congestion_map.png
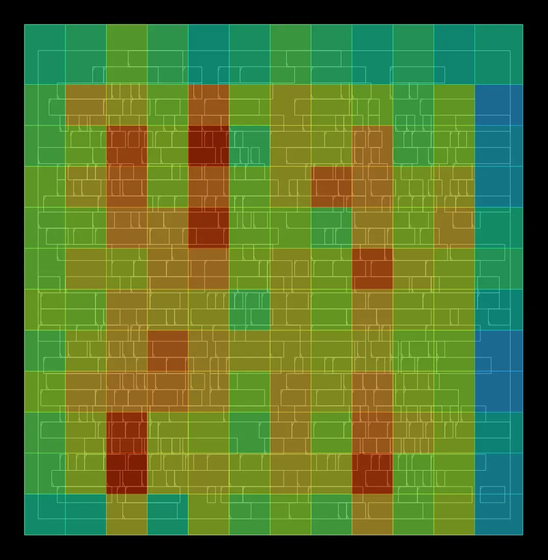
m4.png
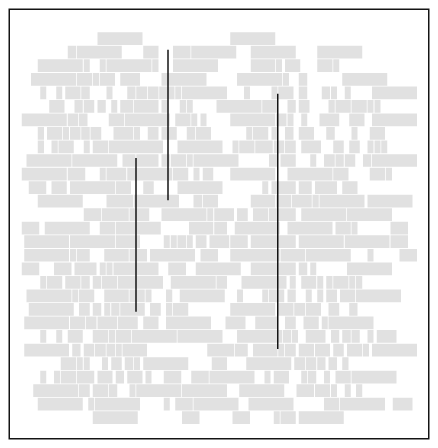
m1.png
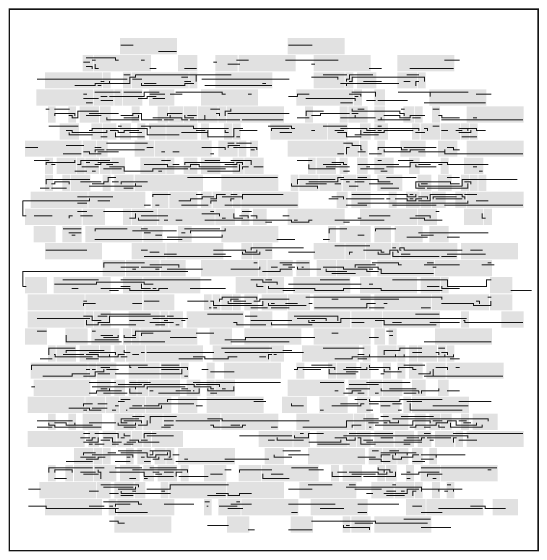
m2.png
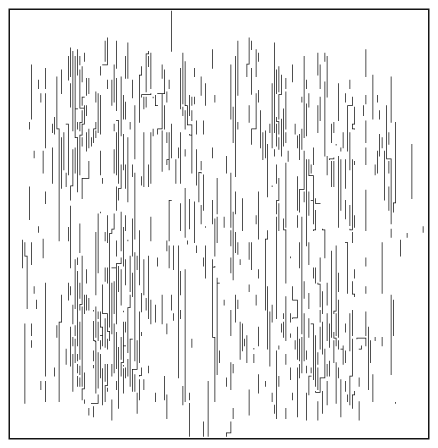
util_map.png
Scale bar: 20 um. The die is cut into 8 by 9 equal tiles; dark blue is low, red is high, 0 to 100% covered.
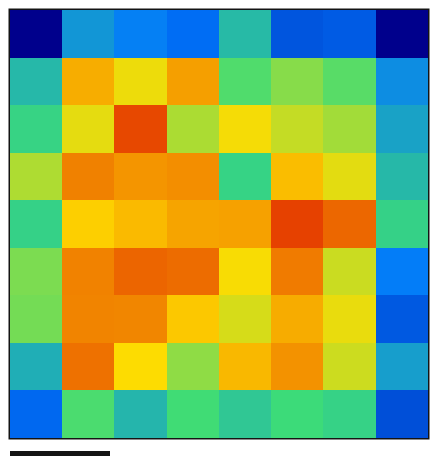
File: src/rtl/simon_pkg.sv
// Shared definitions for the Simon player-input path and the game core.
package simon_pkg;

  localparam int unsigned NUM_BUTTONS = 4;
  localparam int unsigned BTN_IDX_W   = 2;

  typedef logic [NUM_BUTTONS-1:0] btn_vec_t;
  typedef logic [BTN_IDX_W-1:0]   btn_idx_t;

  typedef enum logic {
    IDLE,
    HELD
  } state_t;

  // True when exactly one button bit is set.
  function automatic logic one_hot(input btn_vec_t v);
    return (v != '0) && ((v & (v - btn_vec_t'(1))) == '0);
  endfunction

  // Index of the set bit; only meaningful for a one-hot vector.
  function automatic btn_idx_t btn_index(input btn_vec_t v);
    btn_idx_t idx;
    idx = '0;
    for (int unsigned i = 0; i < NUM_BUTTONS; i++) begin
      if (v[i]) idx = btn_idx_t'(i);
    end
    return idx;
  endfunction

endpackage

File: src/rtl/simon_debounce.sv
// One button: two-flop synchroniser followed by a stability counter that
// only moves the debounced level after DEBOUNCE_CYCLES identical samples.
module simon_debounce #(
  parameter int unsigned DEBOUNCE_CYCLES = 50000,
  parameter int unsigned CNT_W           = 16
) (
  input  logic clk,
  input  logic rst_n,
  input  logic raw,
  output logic level
);

  localparam logic [CNT_W-1:0] CNT_LAST = CNT_W'(DEBOUNCE_CYCLES - 1);

  logic             s1;
  logic             s2;
  logic [CNT_W-1:0] cnt;

  // Bring the asynchronous button into the clock domain.
  always_ff @(posedge clk or negedge rst_n) begin
    if (!rst_n) begin
      s1 <= 1'b0;
      s2 <= 1'b0;
    end else begin
      s1 <= raw;
      s2 <= s1;
    end
  end

  // Accept a new level only after it has been stable long enough; any
  // return to the current level restarts the count.
  always_ff @(posedge clk or negedge rst_n) begin
    if (!rst_n) begin
      cnt   <= '0;
      level <= 1'b0;
    end else if (s2 == level) begin
      cnt <= '0;
    end else if (cnt == CNT_LAST) begin
      level <= s2;
      cnt   <= '0;
    end else begin
      cnt <= cnt + 1'b1;
    end
  end

endmodule

File: src/rtl/simon_button_input.sv
// Player-input front end for the Simon core: debounces four buttons,
// reports single-button press edges as a strobe plus button number, and
// flags presses involving more than one button.
module simon_button_input
  import simon_pkg::*;
#(
  parameter int unsigned DEBOUNCE_CYCLES = 50000,
  parameter int unsigned CNT_W           = 16
) (
  input  logic                   clk,
  input  logic                   rst_n,
  input  logic [NUM_BUTTONS-1:0] btn_raw,
  input  logic                   enable,
  output logic [BTN_IDX_W-1:0]   player_num,
  output logic                   player_pressed,
  output logic                   multi_err,
  output logic [NUM_BUTTONS-1:0] btn_level
);

  state_t   state;
  btn_vec_t lvl_q;
  btn_vec_t rise;

  for (genvar g = 0; g < NUM_BUTTONS; g++) begin : g_btn
    simon_debounce #(
      .DEBOUNCE_CYCLES (DEBOUNCE_CYCLES),
      .CNT_W           (CNT_W)
    ) u_debounce (
      .clk   (clk),
      .rst_n (rst_n),
      .raw   (btn_raw[g]),
      .level (btn_level[g])
    );
  end

  // Buttons whose debounced level went high this cycle.
  always_comb begin
    rise = btn_level & ~lvl_q;
  end

  // Press-episode FSM: one strobe (press or multi error) per episode, then
  // wait in HELD until every button is released. Rises seen while HELD are
  // dropped, since lvl_q catches up the following cycle.
  always_ff @(posedge clk or negedge rst_n) begin
    if (!rst_n) begin
      state          <= IDLE;
      lvl_q          <= '0;
      player_num     <= '0;
      player_pressed <= 1'b0;
      multi_err      <= 1'b0;
    end else begin
      lvl_q          <= btn_level;
      player_pressed <= 1'b0;
      multi_err      <= 1'b0;
      case (state)
        IDLE: begin
          if (rise != '0) begin
            if (one_hot(btn_level)) begin
              if (enable) begin
                player_pressed <= 1'b1;
                player_num     <= btn_index(btn_level);
              end
            end else begin
              multi_err <= 1'b1;
            end
            state <= HELD;
          end
        end
        HELD: begin
          if (btn_level == '0) state <= IDLE;
        end
        default: state <= IDLE;
      endcase
    end
  end

endmodule

File: config.mk
export PLATFORM = sky130hd
export DESIGN_NAME = simon_button_input
export DESIGN_NICKNAME = d
export VERILOG_FILES = /design/src/rtl/simon_pkg.sv /design/src/rtl/simon_debounce.sv /design/src/rtl/simon_button_input.sv
export SDC_FILE = /design/constraint.sdc
export NUM_CORES = 1
export LEC_CHECK = 0
export CAP_MARGIN = 15
export CORE_AREA = 2 2 82 84
export CTS_CLUSTER_DIAMETER = 200
export DETAILED_ROUTE_END_ITERATION = 8
export DIE_AREA = 0 0 84 86
export HOLD_SLACK_MARGIN = 0.12
export PLACE_DENSITY = 0.8
export SETUP_SLACK_MARGIN = 0.15
export SLEW_MARGIN = 20
export SYNTH_ARGS = -nofsm -noshare
export SYNTH_HDL_FRONTEND = slang
export SYNTH_HIERARCHICAL = 1
export SYNTH_SLANG_ARGS = --single-unit
File: constraint.sdc
create_clock -name clk -period 5.5 [get_ports clk]
set_input_delay 1.65 -clock clk [delete_from_list [all_inputs] [get_ports clk]]
set_output_delay 1.65 -clock clk [all_outputs]
set_load 0.01 [all_outputs]
==> run summary <==
State of the implementation.

- The worst setup path endpoint is btn_level[2], for reference.
- Once detail routing completed, the nets flagged for antenna violations numbered 0.
- The multiplexer share of the synthesized area is 0.0227, for reference.
- The relative contribution of the clock network to total power is 0.401, for reference.
- Of the total power, combinational logic draws 0.033.
- The floorplan step defined a core boundary enclosing 0.00628 mm2.
- Looking at the gate-level netlist, the highest instance count belongs to dfrtp_1.
- The internal power component is 894 uW, for reference.
- Per the layout report, the design carries 13 non-clock inverters.
- The routed metal-1 wire length is 3.18 mm, for reference.
- The class of the worst hold path is reg2reg, for reference.
- The chip area is 0.00722 mm2, for reference.
- The cell type with the largest total area after synthesis is dfrtp_1, for reference.
- The clock network power is 456 uW, for reference.
- The number of logic stages on the critical path including buffering is 1, for reference.
- The end point of the most critical hold path is g_btn[1].u_debounce/s2, for reference.
- By count the netlist is led by dfrtp_1, nor2_1, xnor2_1.
- The synthesis-to-finish area growth is 10.2%, for reference.
- According to the floorplan log, the row count is 29.
- The run finished with clean final reports.
- The total power per unit cell area is 260 mW/mm2, for reference.
- The stat command in Yosys gives a chip area of 0.00397 mm2.
- Data on the critical path arrives at its endpoint at 1.54 ns.
- The later-pin clock latency in the skew report is 0.34 ns, for reference.
- Endpoints failing hold in the final report were tallied at 0.
- After clock tree synthesis, the flow added hold-fix buffers numbering 0.
- The largest non-sequential cell family by area is simple AND/OR/NAND/NOR gates, for reference.
- The number of antenna violations at the first check in global routing is 0, for reference.
- The cell with the largest stage delay on the worst path is clkdlybuf4s50_1, for reference.
- At the pin with the least slew margin, the transition time is 0.726 ns.
- In the log, the iteration count for the first detailed-route pass is 4.
- The biggest slice of the area belongs to flip-flops and latches.
- Yosys attributes the largest share of cell area to dfrtp_1, xnor2_1, nor2_1.
- The startpoint-to-endpoint class of the critical path is reg2out, for reference.
- Of the total standard cell area in the layout, the multi-input combinational portion is 0.400.
- Per the post-synthesis report, the nets total 377.
- For this run, the slowest stage of the critical path takes 0.63 ns.
- The core utilization at floorplan is 0.633, for reference.
- The largest clock skew in the final design is 0.00792 ns, for reference.
- The remaining routing DRC violations is 0, for reference.
- The number of instances in the synthesized netlist is 366, for reference.
- The final RePlAce weighted congestion is 0.823, for reference.
- The maximum number of pins on one net before global-route repair is 86, for reference.
- The combinational cell power is 37.4 uW, for reference.
- The detailed router used layers up to and including met4.
- Of the total synthesized cell area, the portion taken by AND, OR, NAND and NOR gates is 0.257.
- The count of placed standard cells including taps is 453, for reference.
- The count of filler cells inserted in the layout is 473, for reference.
- The highest-utilization routing layer at the global route stage is met2, for reference.
- Summed over all nets, the switching power comes to 245 uW.
- Of the total standard cell area in the layout, the sequential portion is 0.486.
- Derived from the worst setup path, the maximum achievable clock frequency is 314 MHz.
- Logged for this run, the post-placement worst setup slack is 2.58 ns.
- The H-tree depth is 3, for reference.
- The sequential power reported by the tool is 645 uW.
- The category of the worst setup path launch point is a register, for reference.
- The analysis attributes to cell leakage a power of 0.00176 uW.
- The register bit count reported by yosys is 85, for reference.
- Among cell families on the critical path, the largest total delay comes from buffers and inverters.
- The signal on the critical path passes through clkdlybuf4s50_1.
- After layout, the clock buffer instance count stands at 13.
- Of all the cell area in the finished design, the clock network holds 0.0483.
- Detailed routing placed a total of 3.02 mm of wire on met2.
- The first global-routing pass estimated 11.9 mm of wire.
-- congestion_map.png (at the start) --
WL/cell: 13.8 um
overall global routing resource usage: 0.204
global-route track usage on met3: 0.0318
met1 track demand over resource: 0.276

-- m4.png (at the start) --
2 nets have wire on it. The wires run mostly vertical.

-- m1.png (at the start) --
The longest straight run is 26.2 um. 359 nets have wire on it.

-- m2.png (at the start) --
The wires run mostly vertical. The layer holds 47% of the routed length. 329 nets have wire on it. The layer carries 3,020 um of wire.
Via Count: 2,650
detailed-route wire length: 6.49 mm
met2 capacity usage during global routing: 0.335

-- util_map.png (at the start) --
The emptiest ninth of the die: upper right. 33% of the tiles are over 75% full. 2.8% of the tiles are nearly empty. The mean over all tiles is 59%.

No activity file was given, so power comes from the tool's default toggle rates.
